--- src/rtl/mina_fetch_q_if.sv ---
// mina_fetch_q_if: IMEM request/response and IF/ID handshake bundle for the fetch front end
interface mina_fetch_q_if;
    logic        imem_req;
    logic [31:0] imem_addr;
    logic        imem_gnt;
    logic        imem_rvalid;
    logic [31:0] imem_rdata;
    logic        branch_req;
    logic [31:0] branch_ia;
    logic        id_valid;
    logic        id_ready;
    logic [31:0] id_ir;
    logic [31:0] id_ia;
    logic [31:0] id_ia_plus_4;
    logic        draining;
    modport master (
        output imem_req, imem_addr, id_valid, id_ir, id_ia, id_ia_plus_4, draining,
        input  imem_gnt, imem_rvalid, imem_rdata, branch_req, branch_ia, id_ready
    );
    modport slave (
        input  imem_req, imem_addr, id_valid, id_ir, id_ia, id_ia_plus_4, draining,
        output imem_gnt, imem_rvalid, imem_rdata, branch_req, branch_ia, id_ready
    );
endinterface

--- src/rtl/mina_fetch_q.sv ---
// mina_fetch_q: pipelined in-order IMEM fetch with prefetch queue and branch redirect/flush
module mina_fetch_q #(
    parameter logic [31:0] INITIAL_IA = 32'h0000_0000,
    parameter int          QDEPTH     = 4
) (
    input logic            clk,
    input logic            rst,
    mina_fetch_q_if.master bus
);
    localparam int CW = $clog2(QDEPTH + 1);
    localparam int PW = $clog2(QDEPTH);

    logic [31:0]   fetch_ia, resp_ia;
    logic [CW-1:0] outstanding, drop, count;
    logic [PW-1:0] rd_ptr, wr_ptr;
    logic [31:0]   q_ir [QDEPTH];
    logic [31:0]   q_ia [QDEPTH];
    logic          issue, push, pop;

    // Credit rule: queued plus in-flight never exceeds the queue size, so every response has a slot
    assign bus.imem_req     = !rst && !bus.branch_req &&
                              ({1'b0, count} + {1'b0, outstanding} < (CW+1)'(QDEPTH));
    assign bus.imem_addr    = fetch_ia;
    assign issue            = bus.imem_req && bus.imem_gnt;
    assign push             = !rst && bus.imem_rvalid && !bus.branch_req && drop == '0;
    assign pop              = bus.id_valid && bus.id_ready && !bus.branch_req;
    assign bus.id_valid     = count != '0;
    assign bus.id_ir        = q_ir[rd_ptr];
    assign bus.id_ia        = q_ia[rd_ptr];
    assign bus.id_ia_plus_4 = q_ia[rd_ptr] + 32'd4;
    assign bus.draining     = drop != '0;

    // Fetch/response bookkeeping; a branch flushes the queue and marks all in-flight responses stale
    always_ff @(posedge clk or posedge rst) begin
        if (rst) begin
            fetch_ia    <= INITIAL_IA;
            resp_ia     <= INITIAL_IA;
            outstanding <= '0;
            drop        <= '0;
            count       <= '0;
            rd_ptr      <= '0;
            wr_ptr      <= '0;
        end else if (bus.branch_req) begin
            fetch_ia    <= bus.branch_ia;
            resp_ia     <= bus.branch_ia;
            count       <= '0;
            rd_ptr      <= wr_ptr;
            outstanding <= outstanding - CW'(bus.imem_rvalid);
            drop        <= outstanding - CW'(bus.imem_rvalid);
        end else begin
            if (issue)
                fetch_ia <= fetch_ia + 32'd4;
            outstanding <= outstanding + CW'(issue) - CW'(bus.imem_rvalid);
            if (bus.imem_rvalid && drop != '0)
                drop <= drop - CW'(1);
            if (push) begin
                resp_ia <= resp_ia + 32'd4;
                wr_ptr  <= wr_ptr + PW'(1);
            end
            if (pop)
                rd_ptr <= rd_ptr + PW'(1);
            count <= count + CW'(push) - CW'(pop);
        end
    end

    // Queue storage is not reset; entries are only visible once count covers them
    always_ff @(posedge clk) begin
        if (push) begin
            q_ir[wr_ptr] <= bus.imem_rdata;
            q_ia[wr_ptr] <= resp_ia;
        end
    end

    a_no_overflow: assert property (@(posedge clk) disable iff (rst) !(push && count == CW'(QDEPTH)));
    a_no_underflow: assert property (@(posedge clk) disable iff (rst) !(bus.imem_rvalid && outstanding == '0));
    a_credit: assert property (@(posedge clk) disable iff (rst)
                               {1'b0, count} + {1'b0, outstanding} <= (CW+1)'(QDEPTH));
endmodule

--- src/flat_wrapper.sv ---
// flat-port wrapper written by rule: the top's interface ports become plain ports
module mina_fetch_q_flat 
#(
    parameter logic [31:0] INITIAL_IA = 32'h0000_0000,
    parameter int          QDEPTH     = 4
)
  (clk, rst, bus_imem_req, bus_imem_addr, bus_id_valid, bus_id_ir, bus_id_ia, bus_id_ia_plus_4, bus_draining, bus_imem_gnt, bus_imem_rvalid, bus_imem_rdata, bus_branch_req, bus_branch_ia, bus_id_ready);
  mina_fetch_q_if bus_i ();
  input logic clk;
  input logic rst;
  output wire logic [$bits(bus_i.imem_req)-1:0] bus_imem_req;
  output wire logic [$bits(bus_i.imem_addr)-1:0] bus_imem_addr;
  output wire logic [$bits(bus_i.id_valid)-1:0] bus_id_valid;
  output wire logic [$bits(bus_i.id_ir)-1:0] bus_id_ir;
  output wire logic [$bits(bus_i.id_ia)-1:0] bus_id_ia;
  output wire logic [$bits(bus_i.id_ia_plus_4)-1:0] bus_id_ia_plus_4;
  output wire logic [$bits(bus_i.draining)-1:0] bus_draining;
  input wire logic [$bits(bus_i.imem_gnt)-1:0] bus_imem_gnt;
  input wire logic [$bits(bus_i.imem_rvalid)-1:0] bus_imem_rvalid;
  input wire logic [$bits(bus_i.imem_rdata)-1:0] bus_imem_rdata;
  input wire logic [$bits(bus_i.branch_req)-1:0] bus_branch_req;
  input wire logic [$bits(bus_i.branch_ia)-1:0] bus_branch_ia;
  input wire logic [$bits(bus_i.id_ready)-1:0] bus_id_ready;
  assign bus_imem_req = bus_i.imem_req;
  assign bus_imem_addr = bus_i.imem_addr;
  assign bus_id_valid = bus_i.id_valid;
  assign bus_id_ir = bus_i.id_ir;
  assign bus_id_ia = bus_i.id_ia;
  assign bus_id_ia_plus_4 = bus_i.id_ia_plus_4;
  assign bus_draining = bus_i.draining;
  assign bus_i.imem_gnt = bus_imem_gnt;
  assign bus_i.imem_rvalid = bus_imem_rvalid;
  assign bus_i.imem_rdata = bus_imem_rdata;
  assign bus_i.branch_req = bus_branch_req;
  assign bus_i.branch_ia = bus_branch_ia;
  assign bus_i.id_ready = bus_id_ready;
  mina_fetch_q #(.INITIAL_IA(INITIAL_IA), .QDEPTH(QDEPTH)) u_core (.clk(clk), .rst(rst), .bus(bus_i));
endmodule
--- config.mk ---
export PLATFORM = sky130hd
export DESIGN_NAME = mina_fetch_q_flat
export DESIGN_NICKNAME = d
export VERILOG_FILES = /design/src/rtl/mina_fetch_q_if.sv /design/src/rtl/mina_fetch_q.sv /design/src/flat_wrapper.sv
export SDC_FILE = /design/constraint.sdc
export NUM_CORES = 1
export LEC_CHECK = 0
export CORE_MARGIN = 8
export CORE_UTILIZATION = 45
export DETAILED_ROUTE_END_ITERATION = 7
export HOLD_SLACK_MARGIN = 0.05
export PLACE_DENSITY = 0.7
export SLEW_MARGIN = 0
export SYNTH_ARGS = -nofsm -noshare
export SYNTH_HDL_FRONTEND = slang
export SYNTH_SLANG_ARGS = --single-unit
export TNS_END_PERCENT = 20
--- constraint.sdc ---
create_clock -name clk -period 4 [get_ports clk]
set_input_delay 1.2 -clock clk [delete_from_list [all_inputs] [get_ports clk]]
set_output_delay 1.2 -clock clk [all_outputs]
set_load 0.05 [all_outputs]
### Supply network, run 1

(2 px per um) Pins as bars on the die edge.
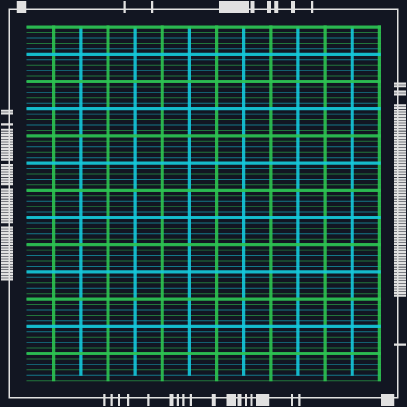
legend:
  VSS:
    colour: green
  VDD:
    colour: cyan
met5 straps: 13
signal pins: 201
met1 rails: 66
met4 straps: 13
rows: 65
standard cell core area: 31,300 um^2
vertical extent of the die: 194 um
Chip Width: 194 um
Worst IR Drop VDD: 313 uV

### Placed cells, one colour a class, run 1

(1.5 px per um) Fill, decap, tap and diode cells in grey.
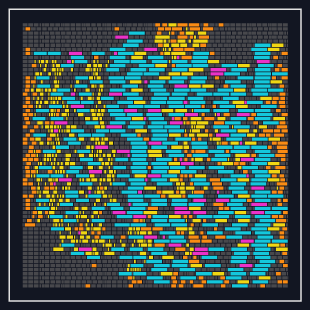
legend:
  combinational and other logic:
    colour: yellow
    cells: 510
  flops:
    colour: cyan
    cells: 333
  other buffers and delay cells:
    colour: orange
    cells: 259
  clock drivers and dummy loads:
    colour: magenta
    cells: 65
num rows: 65
sequential cell area share: 51.0%

==> run summary, run 1 <==
Results of the flow run.

The run finished, with violations left. The final reports fail on setup timing. Checking max transition, the worst relative margin is 33.9%. The detailed placer reported the number of placed instances as 1,490. The signed area change from the synthesized netlist to the final layout stands at 33.1%. The stage logs contain a warning count of 35.

Per the CTS log, the maximum H-tree level is 2. The switching component of the power was reported as around 5100 uW. Routing resource usage on met1 recorded by global route was 24.4%. On the worst setup and hold paths after CTS, the clock-pin slew comes to ~0.06 ns. The number of global-route vias before repair stands at 8,887. Per the log, the first TritonRoute iteration ended with a DRC count of 534. TritonCTS built the clock tree. The number of nets produced by synthesis stands at 964. The number of nets at the end of the flow stands at ~1,200. The type recorded for the worst min-delay path is register to register.

Among all cell types in the netlist, the one instantiated most often is edfxtp_1. Per the synthesis report, the dominant area consumer among library cells is edfxtp_1. The power per standard cell area stands at a little over 700 nW/um^2. The maximum buffer depth of the clock tree stands at 3. The top cell type in the final layout, fill and taps aside, is edfxtp_1. Looking at the cell usage after synthesis, the top flip-flop cell is edfxtp_1. The share of the yosys chip area belonging to registers stands at approximately two thirds.

Per report_power, the Combinational row totals 6070 uW. The count of final setup violators stands at 15. In this run the most critical hold path is launched from u_core.resp_ia[0]. TritonCTS created 36 clock buffers. Yosys reported that registers with async set or reset make up 23.1%. Setup repair after global routing could not meet its margin everywhere. The CTS sink count stands at 333. STA classifies the critical path startpoint as a register. In this run, post-CTS repair resized a total of 22 instances. The detailed router used layers up to and including met4. In the finished layout, the clock tree contains a buffer count of 41. The number of well taps stands at 402. In the post-route analysis, the smallest setup slack over all paths is -0.268 ns. The design has roughly 330 sequential cells. The count of distinct cell types in the synthesized netlist stands at around 60.

The cell sitting at the root of the clock tree is a clkbuf_16. Per the layout area report, the combinational fraction of cell area is about a quarter. For this run, design rule violations remaining after detail routing come to 0. After layout, the minimum clock period comes to 4.27 ns.

The initial core utilization stands at roughly 45%. The area fraction of clock buffers and clock inverters stands at between 6 and 7%. The footprint of the flip-flops and latches stands at 9620 um^2. The worst-case register-to-register setup slack stands at 1.45 ns. The buffers inserted during post-CTS setup optimization stands at 8. Based on the critical path, the design can be clocked at up to 0.234 GHz. The worst reg-to-reg path cell count stands at 11. The final timing summary puts the cycle share of the worst path at 107%. The yosys cell count stands at around 880. The layout contains a multi-input combinational cell count of 480.

The worst setup path is captured at a primary output. The number of fill cells stands at 2,373. After detailed routing, the met3 layer carries 2080 um of wire. Grouping stages by cell kind, the critical path spends the most delay in simple AND/OR/NAND/NOR gates. In the placement report, post-DP HPWL is listed as 22,800 um.

The average instance in the mapped netlist occupies 16.2 um^2. Along the critical path, the tally of buffer and inverter instances is 2.
### Clock wires, drivers and flops, run 1

(3 px per um)
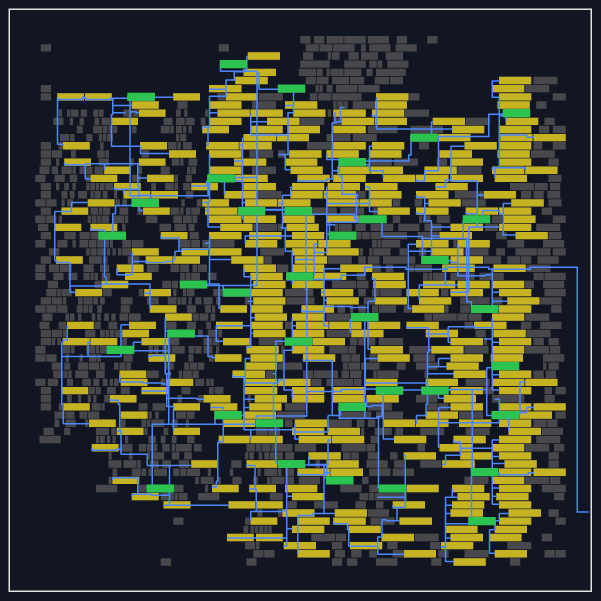
legend:
  flip-flops:
    colour: yellow
    count: 333
  clock wires:
    colour: blue
    length: 3,770 um
  clock drivers:
    colour: green
    count: 36
flops lie: widely spread
routed clock nets: 37
portion of total power attributed to the clock network: 24.5%
latest clock arrival within the worst-skew pair: 0.52 ns
clock network power consumption: 3340 uW
Layout Skew: 0.0207 ns

run 1: metrics by stage:
step	total power [uW]	hold WS (ns)	area, um^2
final	13600	0.522	18900
after global routing	14100	0.553	18900
after CTS	13700	0.524	18700
after detailed placement	10200	0.512	17300
after global placement	10100	0.494	17300
after floorplan	7910	0.476	14200
run 1: worst reg2reg max path, cell delays in order, from the launching register on:
cell     delay (ns)
dfrtp_1        0.42
ha_1           0.19
or4_1          0.48
nor3b_2        0.17
buf_4          0.16
nand2_2        0.06
inv_2          0.12
buf_4          0.19
nand3_1        0.12
nor2_1         0.18
xor2_1         0.08
mux2_2         0.27
==> run 2: changes to the inputs <==
- SKIP_LAST_GASP: unset -> 1
- SLEW_MARGIN: 0 -> 20
### Signal wires by layer, run 2

(2 px per um) Only two layers are drawn.
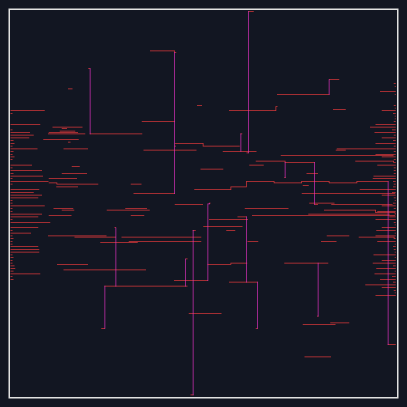
legend:
  metal 3:
    colour: red
    wire_length: 2,140 um
  metal 4:
    colour: magenta
    wire_length: 569 um
vias post-DR: 8,578
total routing resource utilization after global routing: 17.5%
Total Wirelength: 33,000 um
Avg WL per Cell: 20.9 um

### Placement view, run 2

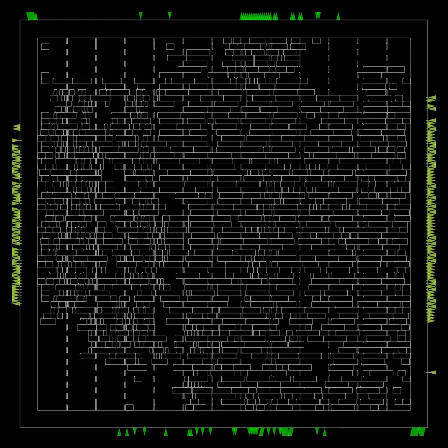
tap cells: 402
Util after Layout: 60.2%
Post-Layout Cell Count: 1,578
number of sequential cells in the layout: 333
filler cell count: 2,367

==> run 2 against run 1 <==
  * The run still ends with setup timing left
  * Setup slack gained 0.068 ns
  * Final cell count up 0.57%
  * Register-to-register slack about the same
  * Global-route usage about the same
  * Via count increased by 0.50%
  * Critical path type unchanged
  * Largest cell class unchanged
==> run summary, run 2 <==
Results of the flow run.

The flow ran to the end, but the final reports show violations. The final reports fail on setup timing. The initial DRC count came to 587 (+9.9%). The worst reg-to-reg path cell count stands at 11 (unchanged). The buffers inserted during post-CTS setup optimization is 8 (unchanged). The post-synthesis average cell area stands at 16.2 um^2 (unchanged). The CTS sink count is 333 (unchanged). The maximum buffer depth of the clock tree came to 3 (unchanged). The area of the placeable core stands at 31,300 um^2 (unchanged). Sorting the synthesis cell report by count puts at the top edfxtp_1.

The worst hold margin stands at 0.523 ns (+0.000265 ns). The number of cells upsized or downsized after cts was 15 (-32%). The fraction of area in multi-input gates came to 23.7% (-0.31 points). The number of nets produced by synthesis was 964 (unchanged). The initial core utilization stands at 45.3% (unchanged). Among all flip-flop cells after synthesis, the most frequent one is edfxtp_1. Looking at area per cell type in the netlist, the leader is edfxtp_1. The total instance count after detailed placement is 1,490 (unchanged). The largest vdd supply drop stands at 312 uV (about the same). The count of unresolved DRC violations after routing was 0 (unchanged). The count of final setup violators came to 19 (+4). The peak clock frequency supported by timing came to 0.238 GHz (+1.6%). The warning total across the stage logs came to 35 (unchanged). The worst setup path is captured at a primary output. The number of rows in the core area was 65 (unchanged). The clock transition time at the flip-flop clock pins of the worst setup and hold paths stands at 0.06 ns (about the same).

The footprint of the flip-flops and latches stands at 9620 um^2 (unchanged). The final critical-path share of the clock period stands at 105% (-1.7 points). The count of distinct cell types in the synthesized netlist stands at 60 (unchanged). The area occupied by multi-input gates stands at around 4500 um^2. Note that the worst hold path type here is register to register.

The final instance area stands at 18,800 um^2 (-0.13%). The number of clock buffer instances in the layout stands at 41 (unchanged). The commonest cells after synthesis are edfxtp_1 (256), dfrtp_1 (77), nand2_1 (63). The signed area change from the synthesized netlist to the final layout stands at 32.9%. The power per standard cell area came to 726 nW/um^2 (+0.80%). TritonCTS built the clock tree. The post-detailed-placement half-perimeter wirelength stands at 22,800 um (unchanged). The setup skew after layout stands at 0.0219 ns (+0.00114 ns). The slack of the critical path stands at -0.200 ns (+0.0678 ns).

The yosys cell count was 875 (unchanged). The launch point of the worst min-delay path is recorded as u_core.resp_ia[0]. The placed standard-cell area was 17,300 um^2 (unchanged). The shortest period the worst path allows stands at 4.20 ns (-0.0678 ns). The worst-case register-to-register setup slack is 1.46 ns (about the same). The clock network latency to the later pin of the worst-skew pair is 0.52 ns (about the same). The level count of the clock H-tree stands at 2 (unchanged).

The multi-input gate count was 480 (unchanged). The TritonCTS buffer count came to 36 (unchanged). The cell sitting at the root of the clock tree is a clkbuf_16. For the final routed database, the setup TNS stands at -1.85 ns. The vertical die dimension is 194 um (unchanged).

The flop share of the area stands at 51.0% (+0.064 points). The worst setup path is launched from a register. Setup repair after global routing could not meet its margin everywhere.
run 2: worst max-delay path: cells and delay by family, from the launching register on:
| kind | cells | cell delay (ns) |
|---|---|---|
| buffers and inverters | 2 | 0.31 |
| multiplexers | 1 | 0.38 |
| adder cells (fa/ha/maj) | 1 | 0.14 |
| XOR/XNOR | 1 | 0.17 |
| flip-flops | 1 | 0.52 |
| AND/OR/NAND/NOR | 4 | 0.97 |
run 2: metal layers:
metal	up-vias	part of all wire (%)	global-route usage [%]
met5	-	0	0
met4	0	1.7	4.28
met3	36	6.5	4.18
met2	291	46	27.5
met1	4334	46	24.3
li1	3917	-	-
run 2: power by group:
group	internal, uW	leakage [uW]	total, uW	switching, uW
Combinational	2540	0.00295	6150	3610
Sequential	3950	0.00323	4190	238
Clock	2020	0.000580	3340	1320
Total	8520	0.00676	13700	5170
Power and IR drop assume default switching activity.
